===== src/rtl/branch_pattern_table.sv =====
// Gshare pattern history table: 2-bit counters indexed by PC XOR global history,
// registered lookups with write bypass, and a two-stage read-modify-write update path.
module branch_pattern_table #(
    parameter int          INDEX_BITS = 6,
    parameter int          PC_WIDTH   = 32,
    parameter logic [1:0]  INIT_STATE = 2'b01
) (
    input  logic                  clk,
    input  logic                  rst,
    output logic                  ready,
    input  logic                  pred_valid,
    input  logic [PC_WIDTH-1:0]   pred_pc,
    output logic                  pred_out_valid,
    output logic                  pred_taken,
    output logic [1:0]            pred_state,
    output logic [INDEX_BITS-1:0] pred_index,
    input  logic                  upd_valid,
    input  logic [INDEX_BITS-1:0] upd_index,
    input  logic                  upd_taken,
    output logic [1:0]            ctr_curr_state,
    output logic                  ctr_actual_taken,
    input  logic [1:0]            ctr_next_state
);
    localparam int ENTRIES = 1 << INDEX_BITS;

    typedef enum logic {
        ST_INIT,
        ST_RUN
    } state_t;

    state_t                state;
    logic [INDEX_BITS-1:0] sweep;
    logic [INDEX_BITS-1:0] ghr;
    logic                  upd_q_valid;
    logic [INDEX_BITS-1:0] upd_q_index;
    logic                  upd_q_taken;
    logic [1:0]            table_q [ENTRIES];

    logic [INDEX_BITS-1:0] lookup_index;
    logic [1:0]            lookup_state;
    logic                  unused_pc_bits;

    // Only the word-aligned low PC bits above the byte offset feed the index.
    assign unused_pc_bits = ^{pred_pc[PC_WIDTH-1:INDEX_BITS+2], pred_pc[1:0]};

    always_comb begin
        lookup_index = pred_pc[INDEX_BITS+1:2] ^ ghr;
        // A write landing on the looked-up entry at this edge is forwarded.
        if (upd_q_valid && (upd_q_index == lookup_index)) begin
            lookup_state = ctr_next_state;
        end else begin
            lookup_state = table_q[lookup_index];
        end
    end

    assign ctr_curr_state   = upd_q_valid ? table_q[upd_q_index] : 2'b00;
    assign ctr_actual_taken = upd_q_valid ? upd_q_taken : 1'b0;

    always_ff @(posedge clk) begin
        if (rst) begin
            state          <= ST_INIT;
            sweep          <= '0;
            ghr            <= '0;
            upd_q_valid    <= 1'b0;
            upd_q_index    <= '0;
            upd_q_taken    <= 1'b0;
            pred_out_valid <= 1'b0;
            pred_taken     <= 1'b0;
            pred_state     <= 2'b00;
            pred_index     <= '0;
            ready          <= 1'b0;
        end else begin
            case (state)
                ST_INIT: begin
                    table_q[sweep] <= INIT_STATE;
                    sweep          <= sweep + 1'b1;
                    upd_q_valid    <= 1'b0;
                    pred_out_valid <= 1'b0;
                    if (sweep == INDEX_BITS'(ENTRIES - 1)) begin
                        state <= ST_RUN;
                        ready <= 1'b1;
                    end
                end
                ST_RUN: begin
                    if (upd_q_valid) begin
                        table_q[upd_q_index] <= ctr_next_state;
                    end
                    upd_q_valid <= upd_valid;
                    if (upd_valid) begin
                        upd_q_index <= upd_index;
                        upd_q_taken <= upd_taken;
                        ghr         <= {ghr[INDEX_BITS-2:0], upd_taken};
                    end
                    pred_out_valid <= pred_valid;
                    if (pred_valid) begin
                        pred_state <= lookup_state;
                        pred_taken <= lookup_state[1];
                        pred_index <= lookup_index;
                    end
                end
                default: state <= ST_INIT;
            endcase
        end
    end
endmodule


===== config.mk =====
export PLATFORM = sky130hd
export DESIGN_NAME = branch_pattern_table
export DESIGN_NICKNAME = d
export VERILOG_FILES = /design/src/rtl/branch_pattern_table.sv
export SDC_FILE = /design/constraint.sdc
export NUM_CORES = 1
export LEC_CHECK = 0
export ABC_AREA = 1
export CORE_MARGIN = 2
export CORE_UTILIZATION = 41
export CTS_CLUSTER_DIAMETER = 30
export DETAILED_ROUTE_END_ITERATION = 8
export PLACE_DENSITY = 0.65
export SYNTH_ARGS = -nofsm -noshare
export SYNTH_HDL_FRONTEND = slang
export SYNTH_SLANG_ARGS = --single-unit

===== constraint.sdc =====
create_clock -name clk -period 3.4 [get_ports clk]
set_clock_uncertainty 0.05 [all_clocks]
set_input_delay 0.68 -clock clk [delete_from_list [all_inputs] [get_ports clk]]
set_output_delay 0.68 -clock clk [all_outputs]
set_load 0.01 [all_outputs]

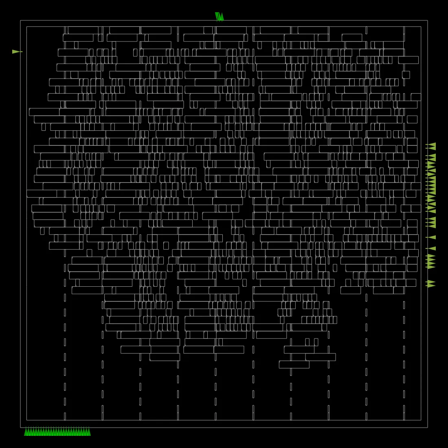
**Above:** cell outlines without signal wires.
Seq area share: 45.9%
Fillers: 2,052
seq_cells: 164
tally of non-filler cells in the final layout: 1,349
post-layout util: 47.8%

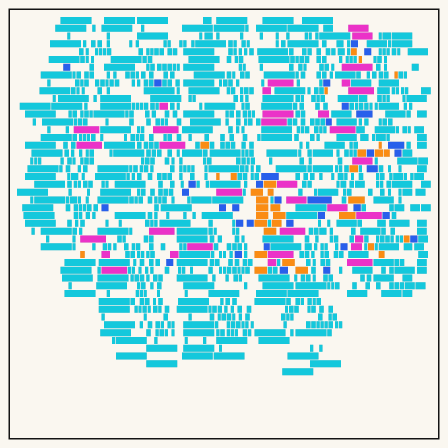
**Above:** cell sizes after repair.
magenta -> _6 and larger  # cells 34, share 3.2%, most used clkbuf_16
blue -> _3 and _4 cells  # cells 34, share 3.2%, most used buf_4
orange -> _2 cells  # cells 33, share 3.1%
cyan -> _0 and _1 cells  # cells 973, share 91%, most used nand2_1
Final WS setup: 0.223 ns
synthesis-to-finish area growth: 15.2%
Buffers excl. clock: 63
fin area: 9950 µm²

==> job_summary.md <==
## PnR job results

| Metric | Value |
|---|---|
| Outcome | finished clean |
| Number of global-route vias before repair | between 6,000 and 7,000 |
| Wirelength, routed | ~24 mm |
| Startpoint class of the critical path | register |
| Resized cells post-CTS | 8 |
| Postcts setup bufs | 0 |
| 1st-iter DRT viols | 853 |
| Inverters | ~160 |
| Synth Area in Adders | less than 1% |
| Grt met3 use | between 4 and 5% |
| Non-clk buf share | ~6.3% |
| Yosys warns | 0 |
| Commonest Layout Cell | nand2_1 |
| Pre-CTS setup slack | ~0.022 ns |
| Top cell area share | approximately 44% |
| Routed Antenna Nets | 0 |
| Slew HR | 16.2% |
| Post-synthesis xor/xnor area fraction | 0.883% |
| Global route total overflow | 0 |
| Root Driver | clkbuf_16 |
| Fin nets | 1,107 |
| Avg WL per Cell | around 18 µm |
| Reg with most FFs | table_q |
| Final Hold Fails | 0 |
| Metal1 wirelength | 10.3 mm |
| Comb pwr share | under 10% |
| Max Freq | between 0.3 and 0.4 GHz |
| Comb. cell area | 3220 µm² |
| Fin crit share | 93.4% |
| CP cell instances | inv_4 > buf_12 > o21ai_0 > a21oi_1 > o21ai_0 > nand3_1 > nand3_1 > nand3_1 > a21oi_1 > dlygate4sd2_1 |
| Number of flip-flops in the largest register | roughly 130 |
| Hold Crit Start | ready$_SDFFE_PP0P_ |
| Reg-to-Reg Start | state$_SDFF_PP0_ |
| Power per standard cell area | about 440 nW/µm² |
| Sequential area share after synthesis | approximately 53% |
| Net Count, Synth | around 1,100 |
| Crit Path Max Fanout | approximately 57 |
| Via count | between 7,000 and 8,000 |
| Synth Instances | just over 1,000 |
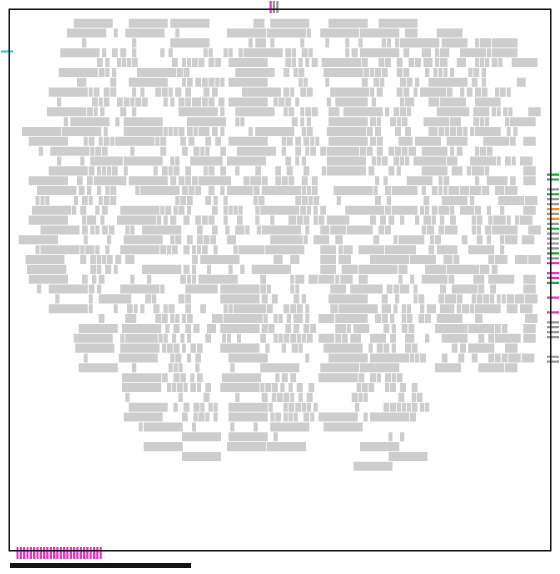
**Above:** ports around the boundary.
The bar under the picture is 50 µm long. Pins as bars across the die edge, other pins in gray.
magenta -> pred_pc  # pins 32, direction input, edge 26 south, 5 east, 1 north
orange -> ctr_next_state  # pins 2, direction input, edge east
green -> upd_index  # pins 6, direction input, edge east
cyan -> clk  # pins 1, direction input, edge west

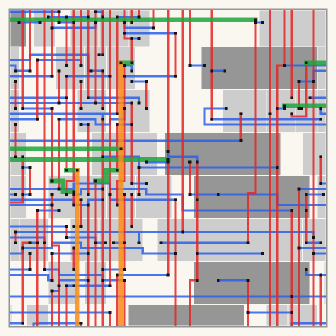
**Above:** zoomed window.
Window x 102 to 122, y 102 to 122 µm. Cells in gray, sequential cells in the stronger gray; small squares are vias.
orange -> metal 4
blue -> metal 1
red -> metal 2
green -> metal 3
cells with their middle in the window = 34
netlist names of flops here include = upd_q_index (3)
most frequent = nand3_1 (9), inv_1 (5), dfxtp_1 (5)
sequential cells in the window = 5

[synthesized netlist by cell type (all sizes together)]
library cell / instances
o22ai: 1
ha: 1
nand3b: 2
or2: 2
inv: 158
buf: 26
nand2: 169
nand3: 160
o211ai: 4
xor2: 4
nand4: 7
edfxtp: 128
xnor2: 3
a21oi: 98
o21a: 1
o21ai: 113
clkbuf: 30
o2111ai: 1
nor3: 7
nor2: 78
nor4: 6
dfxtp: 36
[path summary, 6_finish.rpt]
kind / to / slack, ns / cells after the start
max reg2reg: table_q[10][1]$_DFFE_PP_ / 0.63 / 7
max: ctr_curr_state[0] / 0.22 / 10
min: ready$_SDFFE_PP0P_ / 0.42 / 1
min reg2reg: ready$_SDFFE_PP0P_ / 0.42 / 1
Power figures rest on the tool's default switching activity, not on a simulated workload.
